### src/rtl/led_seq_ctrl_pkg.sv
// ============================================================================
// Module      : led_seq_ctrl_pkg
// Description : Mode encodings and the clogb2 width helper shared by the LED
//               mode sequencer and its prescaler.
// Revision    : 1.0  initial release
// ============================================================================
`default_nettype none

package led_seq_ctrl_pkg;

    typedef enum logic [1:0] {
        LP_MODE_IDLE   = 2'b00,
        LP_MODE_UP     = 2'b01,
        LP_MODE_DOWN   = 2'b10,
        LP_MODE_BOUNCE = 2'b11
    } mode_t;

    // Bits needed to hold 0..value-1 (minimum 1).
    function automatic int clogb2(input int value);
        int v;
        int r;
        v = value - 1;
        r = 0;
        while (v > 0) begin
            r = r + 1;
            v = v >> 1;
        end
        if (r == 0) begin
            r = 1;
        end
        return r;
    endfunction

endpackage

`default_nettype wire

### src/rtl/led_seq_tick.sv
// ============================================================================
// Module      : led_seq_tick
// Description : Free-running prescaler 0..P_TICK-1 with synchronous clear and
//               run gate; o_tick marks the last count of each period.
// Revision    : 1.0  initial release
// ============================================================================
`default_nettype none

module led_seq_tick #(
    parameter int P_TICK     = 1000,
    parameter int P_TICK_BIT = 10
) (
    input  logic clk,
    input  logic rst,
    input  logic i_clear,
    input  logic i_run,
    output logic o_tick
);

    localparam logic [P_TICK_BIT-1:0] c_LAST = P_TICK_BIT'(P_TICK - 1);

    logic [P_TICK_BIT-1:0] r_cnt;
    logic                  w_last;

    assign w_last = (r_cnt == c_LAST);
    assign o_tick = i_run && w_last;

    always_ff @(posedge clk or posedge rst) begin
        if (rst) begin
            r_cnt <= '0;
        end else if (i_clear || !i_run || w_last) begin
            r_cnt <= '0;
        end else begin
            r_cnt <= r_cnt + 1'b1;
        end
    end

endmodule

`default_nettype wire

### src/rtl/led_seq_ctrl.sv
// ============================================================================
// Module      : led_seq_ctrl
// Description : LED counter mode sequencer (IDLE->UP->DOWN->BOUNCE) driving
//               the counter's enable/up_dw from a prescaler tick.
//               Optional macro LED_SEQ_STEP_EN adds a manual step input.
// Revision    : 1.0  initial release
// ============================================================================
`default_nettype none

module led_seq_ctrl
    import led_seq_ctrl_pkg::*;
#(
    parameter int P_TICK     = 1000,
    parameter int P_TICK_BIT = clogb2(P_TICK),
    parameter int P_BASE     = 4,
    parameter int P_BIT      = clogb2(P_BASE)
) (
    input  logic             clk,
    input  logic             reset,
    input  logic             btn_pulse,
    input  logic [P_BIT-1:0] count,
`ifdef LED_SEQ_STEP_EN
    input  logic             step_i,
`endif
    output logic             enable,
    output logic             up_dw,
    output logic [1:0]       mode
);

    localparam logic [P_BIT-1:0] c_TURN_DOWN = P_BIT'(P_BASE - 2);
    localparam logic [P_BIT-1:0] c_TURN_UP   = P_BIT'(1);

    mode_t r_mode;
    mode_t w_mode_nxt;
    logic  r_enable;
    logic  w_enable_nxt;
    logic  r_up_dw;
    logic  w_up_nxt;
    logic  w_tick;

    led_seq_tick #(
        .P_TICK     (P_TICK),
        .P_TICK_BIT (P_TICK_BIT)
    ) u_tick (
        .clk     (clk),
        .rst     (reset),
        .i_clear (btn_pulse),
        .i_run   (r_mode != LP_MODE_IDLE),
        .o_tick  (w_tick)
    );

    always_ff @(posedge clk or posedge reset) begin
        if (reset) begin
            r_mode   <= LP_MODE_IDLE;
            r_enable <= 1'b0;
            r_up_dw  <= 1'b1;
        end else begin
            r_mode   <= w_mode_nxt;
            r_enable <= w_enable_nxt;
            r_up_dw  <= w_up_nxt;
        end
    end

    always_comb begin
        w_mode_nxt   = r_mode;
        w_enable_nxt = 1'b0;
        w_up_nxt     = r_up_dw;

        // Bounce turn-around lands on the same edge the counter takes the step.
        if (r_enable && (r_mode == LP_MODE_BOUNCE)) begin
            if (r_up_dw && (count == c_TURN_DOWN)) begin
                w_up_nxt = 1'b0;
            end else if (!r_up_dw && (count == c_TURN_UP)) begin
                w_up_nxt = 1'b1;
            end
        end

        if (btn_pulse) begin
            case (r_mode)
                LP_MODE_IDLE:   w_mode_nxt = LP_MODE_UP;
                LP_MODE_UP:     w_mode_nxt = LP_MODE_DOWN;
                LP_MODE_DOWN:   w_mode_nxt = LP_MODE_BOUNCE;
                default:        w_mode_nxt = LP_MODE_IDLE;
            endcase
            case (w_mode_nxt)
                LP_MODE_UP:     w_up_nxt = 1'b1;
                LP_MODE_DOWN:   w_up_nxt = 1'b0;
                LP_MODE_BOUNCE: w_up_nxt = 1'b1;
                default:        w_up_nxt = w_up_nxt;
            endcase
        end else begin
            w_enable_nxt = w_tick;
`ifdef LED_SEQ_STEP_EN
            if ((r_mode == LP_MODE_IDLE) && step_i) begin
                w_enable_nxt = 1'b1;
                w_up_nxt     = 1'b1;
            end
`endif
        end
    end

    assign enable = r_enable;
    assign up_dw  = r_up_dw;
    assign mode   = r_mode;

endmodule

`default_nettype wire

### config.mk
export PLATFORM = sky130hd
export DESIGN_NAME = led_seq_ctrl
export DESIGN_NICKNAME = d
export VERILOG_FILES = /design/src/rtl/led_seq_ctrl_pkg.sv /design/src/rtl/led_seq_tick.sv /design/src/rtl/led_seq_ctrl.sv
export SDC_FILE = /design/constraint.sdc
export NUM_CORES = 1
export LEC_CHECK = 0
export CORE_AREA = 2 2 39 41
export DETAILED_ROUTE_END_ITERATION = 7
export DIE_AREA = 0 0 41 43
export GPL_ROUTABILITY_DRIVEN = 0
export PLACE_DENSITY = 0.78
export SLEW_MARGIN = 20
export SYNTH_ARGS = -nofsm -noshare
export SYNTH_HDL_FRONTEND = slang
export SYNTH_SLANG_ARGS = --single-unit
### constraint.sdc
create_clock -name clk -period 2.41 [get_ports clk]
set_clock_uncertainty 0.1 [all_clocks]
set_input_delay 0.3615 -clock clk [delete_from_list [all_inputs] [get_ports clk]]
set_output_delay 0.3615 -clock clk [all_outputs]
set_load 0.02 [all_outputs]
**Run 1: the metal 1 layer**

(8 px per µm)
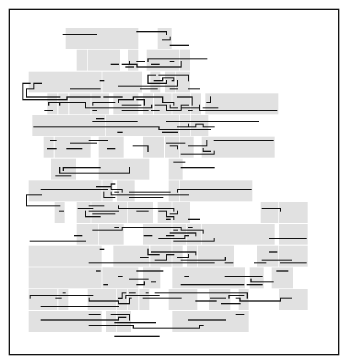
The longest straight run is 15.6 µm. The layer holds 43% of the routed length. 80 nets have wire on it. The wires run mostly horizontal. The layer carries 559 µm of wire.
met1 track demand over resource: 0.2284
Routed WL: 1311 µm
Via Count: 536

**Run 1: the metal 2 layer**

(12 px per µm)
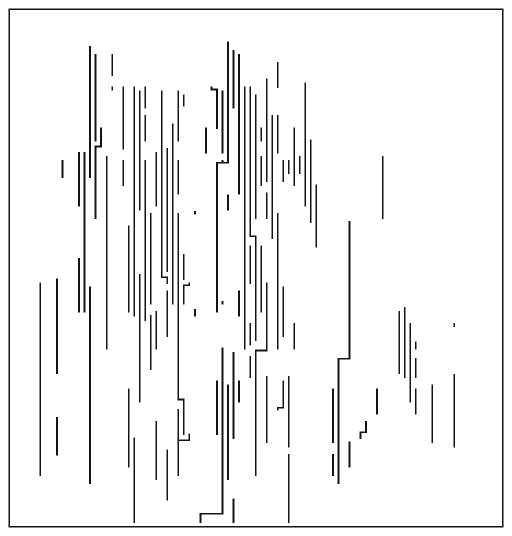
The layer carries 652 µm of wire. 76 nets have wire on it. The layer holds 50% of the routed length. The longest straight run is 21.8 µm. The wires run mostly vertical.

**Run 1: met3 routing**

(6 px per µm)
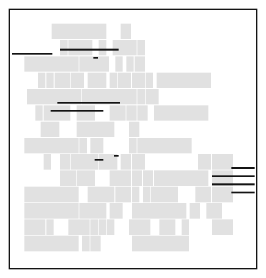
The layer holds 4.3% of the routed length. The wires run mostly horizontal. The layer carries 56.8 µm of wire. The longest straight run is 10.1 µm.

**Run 1: track usage over the die**

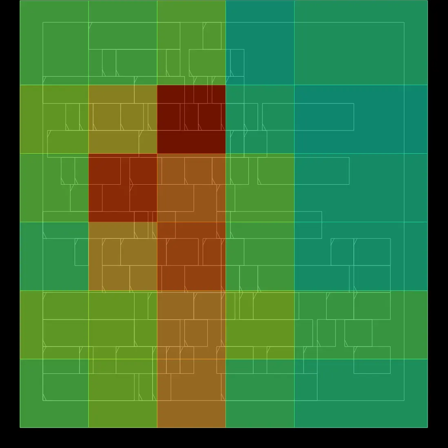
GRT Util Overall: 0.1869
GR peak layer: met2

==> run notes, run 1 <==
yosys + openroad results -> status completed, diodes inserted 0, Max VDD drop 0.6076 mV, Worst Hold Class input port to async pin, Antenna Nets Post-Route 0, Synth Net Count just over 80, Basic Gates by Area 0.2504, PwrDens just over 800 nW/µm², top layer in use met4, main flop type dfrtp_1, Slowest-stage cell, CP clkdlybuf4s50_1, Pint between 0.4 and 0.5 mW, average size of a mapped cell 9.855 µm², CP startpoint kind flop, Logic pwr share 0.314, Synth Instances 73, antenna violations before repair 0, Die Height 43 µm, Yosys Chip Area a little over 700 µm², row cnt 14, count of tool warnings 28, CP peak stage delay 0.60 ns, ys flops 14, min Tclk post-route 1.890 ns, met2 GRT Util 0.2750, CTS resizes 0, Core ar. about 1400 µm², post-DP HPWL about 1000 µm, CP arrival 1.43 ns, layout cell share with drive strength beyond 1 0.1071, RSZ-0062 raised after global routing no, Cell area leaders dfrtp_1 45%, ha_1 7.0%, nor2_1 6.8%, Max-Cap Viols 0, CP startpoint up_dw$_DFF_PP1_, DRT Pass-1 Iters 2, Setup Buffers After CTS 0, max reg flops 10, Port Buf Inserts 8, register share after synthesis 0.4887, Syn Std Cell Area 719.4 µm², R2R depth 5, largest reg by FF count u_tick.r_cnt, Vias/cell 5.360, nets around 94, cell count listed in synth_stat.txt approximately 73, r2r endpoint u_tick.r_cnt[5]$_DFF_PP0_, Final Cycle Share 0.7844, Top cell area share 0.4522, P&R area growth vs syn 18.43%, die width 41 µm, first-pass GRT wire length 2187 µm, Flop pwr share 0.450
## run 1: power groups by stage
stage | Clock, mW | Sequential (mW) | Combinational (mW)
6_report | 0.166 | 0.317 | 0.221
5_1_grt | 0.175 | 0.322 | 0.247
4_1_cts | 0.170 | 0.317 | 0.226
3_5_place_dp | 0 | 0.321 | 0.223
3_3_place_gp | 0 | 0.321 | 0.218
2_1_floorplan | 0 | 0.347 | 0.112
## run 1: worst register-to-register path, stage by stage, from the launching register on
cell and delay (ns):
dfrtp_1 0.40, inv_1 0.08, ha_1 0.20, or2_2 0.34, o21bai_2 0.26, nor2_1 0.12
## run 1: cell usage after synthesis, types with 2 or more instances
cell type and n:
a21oi_1 2, ha_1 4, a31oi_1 2, xnor2_1 4, nand2_1 4, dfrtp_1 13, nor3_1 2, nor2_1 13
o21ai_0 3, or3_1 2, nand3_1 4, nand4_1 2, inv_1 5
## run 1: cells in the final DEF, fill, tap and decap left out, types with 2 or more instances in the layout
cell type         n
a21oi_1           2
nand4_1           2
a31oi_1           2
o21ai_0           3
xnor2_1           4
or3_1             2
clkdlybuf4s50_1   8
ha_1              4
nor3_1            2
clkbuf_4          3
nand2_1           4
dfrtp_1          13
inv_1             5
nand3_1           4
nor2_1           13
## run 1: final cells by class
cell class | count | area, µm²
sequential | 14 | 351.6
fill | 118 | 531.8
timing repair buffer | 8 | 80.08
inverter | 5 | 18.77
multi-input combinational | 53 | 345.3
tap | 16 | 20.02
clock buffer | 4 | 36.28
## run 1: stage by stage
step	setup slack [ns]	instance area, µm²	util	instances
6_report	0.5195	852.1	0.6157	100
3_5_place_dp	0.6066	815.8	0.5895	96
4_1_cts	0.5024	852.1	0.6157	100
2_1_floorplan	0.7507	719.4	-	73
5_1_grt	0.4649	852.1	0.6157	100
3_3_place_gp	0.6590	815.8	0.5895	96
==> run 2: changes to the inputs <==
Settings changed: CORE_AREA 2 2 39 41 to not set, CORE_UTILIZATION set to 47, DIE_AREA 0 0 41 43 to not set, PLACE_DENSITY 0.78 to 0.72.
Clock period 2.41 ns to 1.6 ns, I/O delays scaled along.
**Run 2: I/O pins on the die edge**

(12 px per µm) Pins as bars across the die edge, other pins in grey.
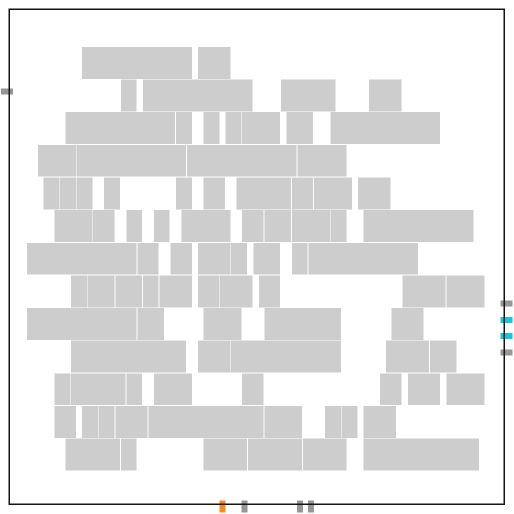
Key: btn_pulse = orange [pins 1, direction input, edge bottom]; count = cyan [pins 2, direction input, edge right]
All pins by edge: 4 bottom, 4 right, 1 left.
Die Height: 41.13 µm
die width: 41.13 µm
Port Buf Inserts: 8

**Run 2: met3 routing**

(6 px per µm)
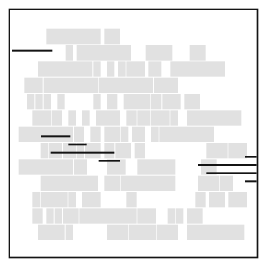
The layer carries 48.1 µm of wire. The layer holds 3.5% of the routed length. The wires run mostly horizontal.
Routed WL: 1378 µm
Via Count: 567

==> run notes, run 2 <==
yosys + openroad results -> Final Cycle Share 0.9362, Cell area leaders dfrtp_1 45%, ha_1 7.0%, nor2_1 6.8%, Max-Cap Viols 0 (unchanged), Placement Cell Area 839.6 µm² (+2.9%), Register Area 354.1 µm² (+0.71%), status completed, Logic pwr share 0.331 (+0.017), ys flops 14 (unchanged), row cnt 13 (-1), Cells after DPL 98 (+2.1%), main flop type dfrtp_1, comb pwr 0.340 mW (+54%), Synth Net Count 82 (unchanged), max reg flops 10 (unchanged), Top Layout Cells 13 x nor2_1, 11 x dfrtp_1, 5 x inv_1, nets 98 (+4.3%), top cells by count 13 x dfrtp_1, 13 x nor2_1, 5 x inv_1, Core ar. 1366 µm² (-1.3%), top layer in use met4, first-pass GRT wire length 2228 µm (+1.9%), clk pwr 0.209 mW (+26%), layout cell share with drive strength beyond 1 0.1591 (+0.05195), Comb area 347.8 µm² (+0.72%), RSZ-0062 raised after global routing no, Synth Instances 73 (unchanged), Vias/cell 5.505 (+2.7%), Pint 0.6800 mW (+43%), DRT Pass-1 Iters 4 (+2), final setup margin 0.1021 ns (-0.4175 ns), P&R area growth vs syn 21.04%, Filler cells 116 (-1.7%), IO Pins 9, Slowest-stage cell, CP dfrtp_1, average size of a mapped cell 9.855 µm² (unchanged), register share after synthesis 0.4887 (unchanged), Flop pwr share 0.466 (+0.016), count of tool warnings 28 (unchanged), diodes inserted 0 (unchanged), fin util 0.6374 (+0.02163), Finished Cell Area 870.8 µm² (+2.2%), Crit Path Category flop to flop, cell count listed in synth_stat.txt 73 (unchanged), f_max ~0.67 GHz, Syn Std Cell Area 719.4 µm² (unchanged), Top power group registers, Antenna Nets Post-Route 0 (unchanged), PwrDens 1181 nW/µm² (+43%), Worst Hold Class input port to async pin, Top cell area share 0.4522 (unchanged), met2 GRT Util 0.3125 (+0.03750), GR peak layer met2, Power Sequential 0.479 mW (+51%), min Tclk post-route 1.498 ns, pre-CTS setup slack 0.01876 ns (-0.5878 ns), antenna violations before repair 0 (unchanged), post-DP HPWL 1044 µm (+4.6%), post-route non-filler standard cell count 103 (+3.0%), most frequent logic cell in the layout nor2_1, Max VDD drop 0.7696 mV (+27%), Iter 0 DRT Violations 3, Yosys Chip Area 719.4 µm² (unchanged), CP peak stage delay 0.39 ns (-0.21 ns), CP arrival 1.56 ns (+0.13 ns), GRT Util Overall 0.2077 (+0.02086)
**Run 2: the metal 1 layer**

(10 px per µm)
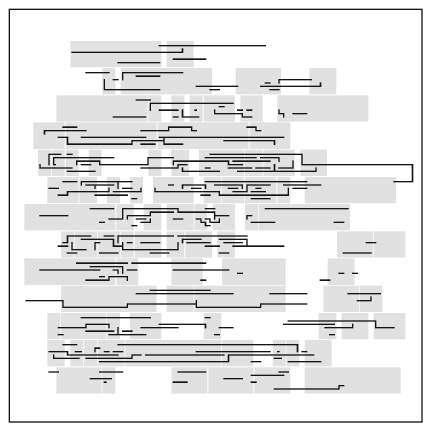
met1 track demand over resource: 0.2730

run 2: cell type report:
cell class	count	share of cell area
inverter	5	0.02155
timing repair buffer	12	0.1207
clock buffer	4	0.03017
multi-input combinational	53	0.3994
tap	15	0.02155
sequential	14	0.4066
run 2: worst paths after layout:
kind                       slack (ns)  cells past startpoint                       from                   endpoint
min                              0.19                      2                      reset  u_tick.r_cnt[4]$_DFF_PP0_
min in group clk                 0.38                      1  u_tick.r_cnt[0]$_DFF_PP0_  u_tick.r_cnt[0]$_DFF_PP0_
min reg2reg                      0.38                      1  u_tick.r_cnt[0]$_DFF_PP0_  u_tick.r_cnt[0]$_DFF_PP0_
max                              0.10                      5  u_tick.r_cnt[0]$_DFF_PP0_  u_tick.r_cnt[6]$_DFF_PP0_
max reg2reg                      0.10                      5  u_tick.r_cnt[0]$_DFF_PP0_  u_tick.r_cnt[6]$_DFF_PP0_
max in group asynchronous        0.83                      2                      reset        mode[1]$_DFFE_PP0P_
run 2: worst reg2reg max path, cell delays in order, from the launching register on:
cell and delay [ns]:
dfrtp_1 0.39, ha_1 0.18, and4bb_1 0.26, nand2_1 0.11, o21bai_2 0.24, nor2_1 0.08
run 2: kinds of logic (layout without fill, tap and decap cells):
logic type,Yosys count,count (layout),synth area share
simple gates,33,33,0.2504
fa+ha+maj,4,4,0.06957
buf+inv,6,21,0.03130
compound gates,11,11,0.09913
flops,14,14,0.4887
xor+xnor,5,5,0.06087
run 2: what timing repair did:
action | 4_1_cts | 5_1_grt
gates cloned | 0 | 0
hold buffers | 0 | 0
endpoints found under the setup margin | 4 | 3
buffers inserted | 0 | 1
gates resized | 4 | 1
==> run 3: changes to the inputs <==
Settings changed: PLACE_DENSITY 0.72 to 0.74.
**Run 3: I/O pins on the die edge**

(12 px per µm) Pins as bars across the die edge, other pins in grey.
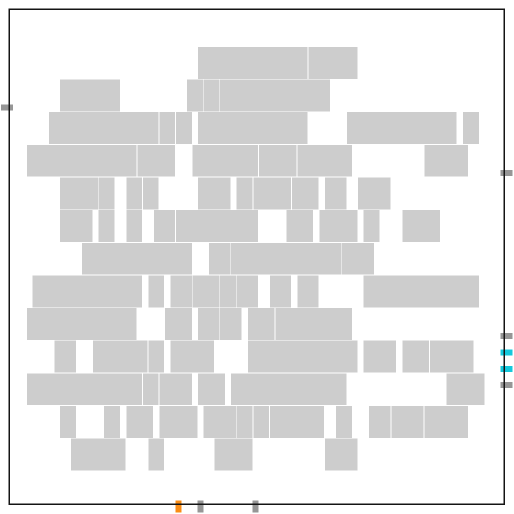

**Run 3: the metal 2 layer**

(12 px per µm)
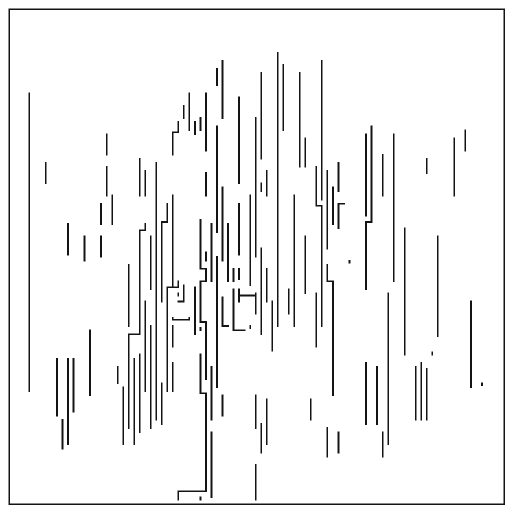
Routed WL: 1254 µm
Via Count: 551
met2 GRT Util: 0.3086

==> run notes, run 3 <==
yosys + openroad results -> Register Area 354.1 µm² (unchanged), post-route non-filler standard cell count 101 (-1.9%), sequential share of cell area 0.4054 (-0.001165), Cells after DPL 97 (-1.0%), Iter 0 DRT Violations 12 (+9), ys flops 14 (unchanged), top cells by count 13 x dfrtp_1, 13 x nor2_1, 5 x inv_1, Synth Instances 73 (unchanged), DRT Pass-1 Iters 4 (unchanged), P&R area growth vs syn 21.39%, IO Pins 9 (unchanged), RSZ-0062 raised after global routing no, PwrDens 1197 nW/µm² (+1.4%), Routed WL per cell 12.42 µm, Setup Viol. Count Final 0, fin util 0.6392 (+0.001831), comb pwr 0.318 mW (-6.5%), diodes inserted 0 (unchanged), first-pass GRT wire length 1952 µm (-12%), post-DP HPWL 962.3 µm (-7.8%), CTS hold repair buffers 0 (unchanged), Clock-cell share 0.04155 (+0.01137), Buffers excl. clock 10 (-2), CP peak stage delay 0.39 ns (about the same), Comb area 355.3 µm² (+2.2%), Antenna Nets Post-Route 0 (unchanged), Cell area leaders dfrtp_1 45%, ha_1 7.0%, nor2_1 6.8%, Pint 0.7065 mW (+3.9%), Port Buf Inserts 8 (unchanged), Setup Buffers After CTS 0 (unchanged), Max-Cap Viols 0 (unchanged), layout cell share with drive strength beyond 1 0.1628 (+0.003700), final setup margin 0.08780 ns (-0.01429 ns), die width 41.13 µm (unchanged), Top Layout Cells 13 x nor2_1, 11 x dfrtp_1, 5 x inv_1, Filler cells 119 (+2.6%), tap cells 15 (unchanged), mi-comb count 53 (unchanged), dominant kind of cell combinational gates, CP arrival 1.57 ns (about the same), Flop pwr share 0.461 (-0.005), Final Cycle Share 0.9451 (+0.008934), Top cell area share 0.4522 (unchanged), Non-clk invs 5 (unchanged), average size of a mapped cell 9.855 µm² (unchanged), status completed, GRT Util Overall 0.1891 (-0.01865), Layout non-clock buf frac 0.1032 (-0.01754), Yosys Chip Area 719.4 µm² (unchanged), Crit Path Category flop to flop, main flop type dfrtp_1, Core ar. 1366 µm² (unchanged), count of tool warnings 28 (unchanged), Slowest-stage cell, CP dfrtp_1, Insertion Delay late pin roughly 0.28 ns, clock sink total 14, row cnt 13 (unchanged), register share after synthesis 0.4887 (unchanged), antenna violations before repair 0 (unchanged), Finished Cell Area 873.3 µm² (+0.29%), f_max 0.6613 GHz (-0.95%), Synth Net Count 82 (unchanged), Logic pwr share 0.304 (-0.027), clk pwr 0.246 mW (+18%), cell count listed in synth_stat.txt 73 (unchanged), max reg flops 10 (unchanged), Power Sequential 0.482 mW (about the same), Placement Cell Area 832.0 µm² (-0.89%), Die Height 41.13 µm (unchanged), switch share 0.3243, nets 96 (-2.0%), most frequent logic cell in the layout nor2_1, Max VDD drop 0.7147 mV (-7.1%), Top power group registers, min Tclk post-route 1.512 ns (+0.01429 ns), Worst Hold Class input port to async pin, Die ar. between 1500 and 2000 µm², pre-CTS setup slack 0.04001 ns (+0.02125 ns), flop count 14 (unchanged), Vias/cell 5.455 (-0.90%)
**Run 3: the metal 1 layer**

(10 px per µm)
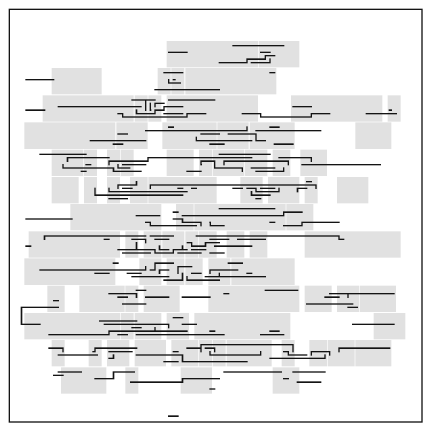
met1 track demand over resource: 0.2172

-- run 3: cell types whose count changed in the layout (fill, tap and decap cells not counted), sizes merged --
| cell | change |
|---|---|
| buf | -2 |
-- run 3: cells by family (layout without fill, tap and decap cells) --
group | after synthesis | after routing | share of synthesized area
AOI/OAI and AO/OA | 11 | 11 | 0.09913
xor gates and xnor gates | 5 | 5 | 0.06087
adders and majority gates | 4 | 4 | 0.06957
buffers and inverters | 6 | 19 | 0.03130
DFF | 14 | 14 | 0.4887
and+or+nand+nor | 33 | 33 | 0.2504
-- run 3: worst paths after layout --
check | from | endpoint | slack (ns) | cells past startpoint
max | u_tick.r_cnt[0]$_DFF_PP0_ | u_tick.r_cnt[5]$_DFF_PP0_ | 0.09 | 5
min | reset | u_tick.r_cnt[3]$_DFF_PP0_ | 0.19 | 2
max reg2reg | u_tick.r_cnt[0]$_DFF_PP0_ | u_tick.r_cnt[5]$_DFF_PP0_ | 0.09 | 5
min reg2reg | u_tick.r_cnt[0]$_DFF_PP0_ | u_tick.r_cnt[0]$_DFF_PP0_ | 0.39 | 1
max in group asynchronous | reset | mode[1]$_DFFE_PP0P_ | 0.82 | 2
min in group clk | u_tick.r_cnt[0]$_DFF_PP0_ | u_tick.r_cnt[0]$_DFF_PP0_ | 0.39 | 1
-- run 3: routing by layer --
layer  share of wire  wire, µm  GRT usage
met5               0         0          0
met1            0.45       567     0.2172
met4               0         0    0.04839
met3           0.068        85    0.09783
met2            0.48       601     0.3086
-- run 3: worst reg2reg max path, delay by kind of cell (launching register included) --
kind	cells	cell delay [ns]
fa+ha+maj	1	0.22
simple gates	3	0.48
compound gates	1	0.21
flops	1	0.39
-- run 3: timing repair --
item / 4_1_cts / 5_1_grt
endpoints found under the setup margin: 4 / 5
resized: 4 / 2
endpoints found under the hold margin: 0 / 0
Power and IR drop assume default switching activity.
